===== src/rtl/usb_rcv_ctrl.sv =====
// USB receive control FSM: tracks sync, data bytes and EOP, strobing FIFO writes.
// Latency: every output is registered or decoded from state, so it follows the input that caused it by one clk edge.
// Backpressure: none; the FIFO must accept a write on every w_enable pulse.
module usb_rcv_ctrl (
  input  logic       clk,
  input  logic       n_rst,
  input  logic       d_edge,
  input  logic       eop,
  input  logic       shift_enable,
  input  logic       byte_received,
  input  logic [7:0] rcv_data,
  output logic       rcving,
  output logic       w_enable,
  output logic       r_error,
  output logic       rcv_done,
  output logic [6:0] byte_count
);

  typedef enum logic [3:0] {
    IDLE,
    SYNC_RCV,
    SYNC_CHK,
    BYTE_RCV,
    STORE,
    EOP_END,
    ERR_WAIT,
    ERR_EOP,
    ERR_IDLE
  } state_t;

  localparam logic [7:0] SYNC_BYTE = 8'h80;
  localparam logic [6:0] COUNT_MAX = 7'd127;

  state_t     state_q, state_d;
  logic [2:0] bit_cnt_q, bit_cnt_d;
  logic [6:0] byte_count_q, byte_count_d;
  logic       r_error_q, r_error_d;
  logic       rcv_done_q, rcv_done_d;
  logic       eop_s;

  // SE0 only matters when it is seen at a bit-sample instant.
  assign eop_s = eop & shift_enable;

  // Next-state logic; eop_s outranks byte_received so a byte that coincides with EOP is never stored.
  always_comb begin
    state_d = state_q;
    case (state_q)
      IDLE:     if (d_edge) state_d = SYNC_RCV;
      SYNC_RCV: begin
        if (eop_s)              state_d = ERR_WAIT;
        else if (byte_received) state_d = SYNC_CHK;
      end
      SYNC_CHK: state_d = (rcv_data == SYNC_BYTE) ? BYTE_RCV : ERR_WAIT;
      BYTE_RCV: begin
        if (eop_s) begin
          if (bit_cnt_q == 3'd0 && byte_count_q != 7'd0) state_d = EOP_END;
          else                                           state_d = ERR_EOP;
        end else if (byte_received) begin
          state_d = STORE;
        end
      end
      STORE:    state_d = BYTE_RCV;
      EOP_END:  if (d_edge) state_d = IDLE;
      ERR_WAIT: if (eop_s) state_d = ERR_EOP;
      ERR_EOP:  if (d_edge) state_d = ERR_IDLE;
      ERR_IDLE: if (d_edge) state_d = SYNC_RCV;
      default:  state_d = IDLE;
    endcase
  end

  // Counters and sticky flags, all derived from the current/next state pair.
  always_comb begin
    byte_count_d = byte_count_q;
    bit_cnt_d    = bit_cnt_q;
    r_error_d    = r_error_q;
    rcv_done_d   = 1'b0;

    // A new packet (from IDLE or after an error) starts counting from zero.
    if (state_d == SYNC_RCV && state_q != SYNC_RCV) begin
      byte_count_d = 7'd0;
    end else if (state_q == STORE && byte_count_q != COUNT_MAX) begin
      byte_count_d = byte_count_q + 7'd1;
    end

    // Bit position within the current data byte, used to judge EOP alignment.
    if (state_d == BYTE_RCV && state_q != BYTE_RCV) begin
      bit_cnt_d = 3'd0;
    end else if (state_q == BYTE_RCV) begin
      if (byte_received)     bit_cnt_d = 3'd0;
      else if (shift_enable) bit_cnt_d = bit_cnt_q + 3'd1;
    end

    // Error is raised entering either error state and only cleared by the restart edge.
    if (state_d == ERR_WAIT || state_d == ERR_EOP) begin
      r_error_d = 1'b1;
    end else if (state_q == ERR_IDLE && d_edge) begin
      r_error_d = 1'b0;
    end

    // Done is a single pulse covering the first EOP_END cycle.
    if (state_d == EOP_END && state_q != EOP_END) begin
      rcv_done_d = 1'b1;
    end
  end

  // State and datapath registers; reset aborts any packet in flight.
  always_ff @(posedge clk or negedge n_rst) begin
    if (!n_rst) begin
      state_q      <= IDLE;
      bit_cnt_q    <= 3'd0;
      byte_count_q <= 7'd0;
      r_error_q    <= 1'b0;
      rcv_done_q   <= 1'b0;
    end else begin
      state_q      <= state_d;
      bit_cnt_q    <= bit_cnt_d;
      byte_count_q <= byte_count_d;
      r_error_q    <= r_error_d;
      rcv_done_q   <= rcv_done_d;
    end
  end

  // Outputs come straight from state or registers, never from inputs.
  always_comb begin
    rcving     = (state_q == SYNC_RCV) || (state_q == SYNC_CHK) || (state_q == BYTE_RCV) ||
                 (state_q == STORE)    || (state_q == ERR_WAIT);
    w_enable   = (state_q == STORE);
    r_error    = r_error_q;
    rcv_done   = rcv_done_q;
    byte_count = byte_count_q;
  end

endmodule


===== config.mk =====
export PLATFORM = sky130hd
export DESIGN_NAME = usb_rcv_ctrl
export DESIGN_NICKNAME = d
export VERILOG_FILES = /design/src/rtl/usb_rcv_ctrl.sv
export SDC_FILE = /design/constraint.sdc
export NUM_CORES = 1
export LEC_CHECK = 0
export CAP_MARGIN = 20
export CORE_MARGIN = 3
export CORE_UTILIZATION = 50
export DETAILED_ROUTE_END_ITERATION = 8
export PLACE_DENSITY = 0.83
export SLEW_MARGIN = 20
export SYNTH_ARGS = -nofsm -noshare
export SYNTH_HDL_FRONTEND = slang
export SYNTH_SLANG_ARGS = --single-unit
export TNS_END_PERCENT = 50

===== constraint.sdc =====
create_clock -name clk -period 4.1 [get_ports clk]
set_input_delay 0.82 -clock clk [delete_from_list [all_inputs] [get_ports clk]]
set_output_delay 0.82 -clock clk [all_outputs]
set_load 0.01 [all_outputs]

**Signal metal coverage by tile**

Bar = 20 µm. 11 x 11 tiles, from dark blue (low) to red (high), scaled to the fullest tile. Values are wire area over tile area, all layers added.
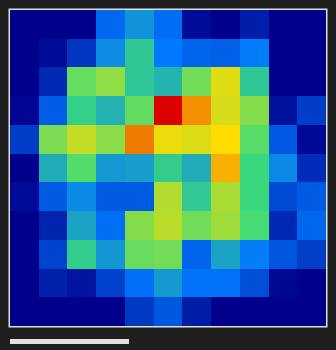
nearly empty tiles	23%
tiles over half the peak	23%
fullest tile	0.46
densest ninth of the die	centre

**Clock routing**

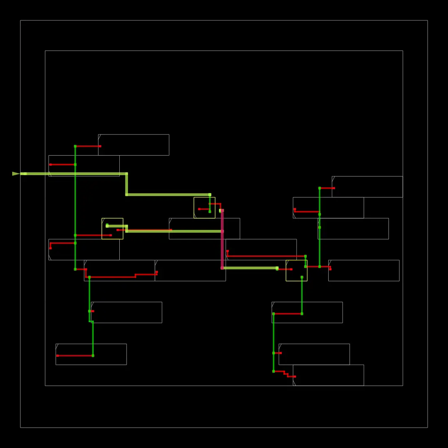
Latency at later pin: 280 ps
Num CTS Buffers: 3
clock tree sinks: 16

==> results.sh <==
# implementation run metrics
export IMPL_io_buffers=24
export IMPL_grtUsageTotal_pct=18.4
export IMPL_syn_nets=133
export IMPL_totalWireLength_um=2240
export IMPL_tritoncts="done"
export IMPL_post_dp_hpwl_um=1760
export IMPL_final_instance_count_excl_fill=164
export IMPL_outcome="completed"
export IMPL_crit_start="state_q[3]"
export IMPL_cp_max_fo=11
export IMPL_die_h_um=52.9
export IMPL_fp_util_pct=54.4
export IMPL_worst_slew_pin_slew_ps=693
export IMPL_compound_area_share_pct=21.5
export IMPL_postLayoutCellArea_um2=1370
export IMPL_row_count=16
export IMPL_share_comb_of_total_power_pct=54.7
export IMPL_grt_max_degree=17
export IMPL_warning_count=28
export IMPL_ctsResizeCount=0
export IMPL_layout_min_cycle_time_ps=2820
export IMPL_cp_buffers_inverters=2
export IMPL_path_depth=3
export IMPL_power_leader="combinational logic"
export IMPL_comb_share_pct=46.2
export IMPL_synth_cell_types=47
export IMPL_placed_area_um2=1340
export IMPL_worstSetupEndpoint="w_enable"
export IMPL_drive_gt1_share_pct=10.2
export IMPL_yosys_stat_area_um2=1100
export IMPL_ys_cells=115
export IMPL_taps=27
export IMPL_max_cap_violations=0
export IMPL_dr_pass1_iters=4
export IMPL_seq_area_share_pct=29.3
export IMPL_hold_viol=0
**Placed cells, one colour a class**

Fill, decap, tap and diode cells in grey.
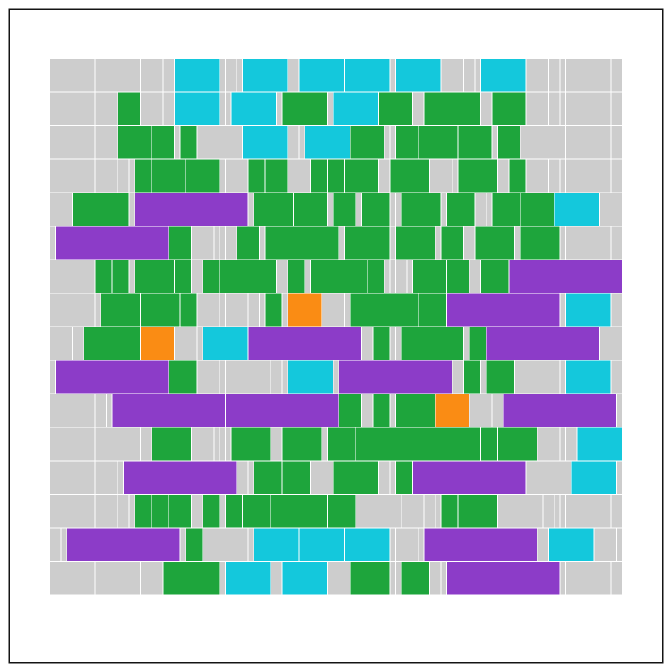
colour	class	cells
green	all other logic	94
orange	cells driving clock nets	3
cyan	other buffers and delay cells	24
purple	flip-flops	16

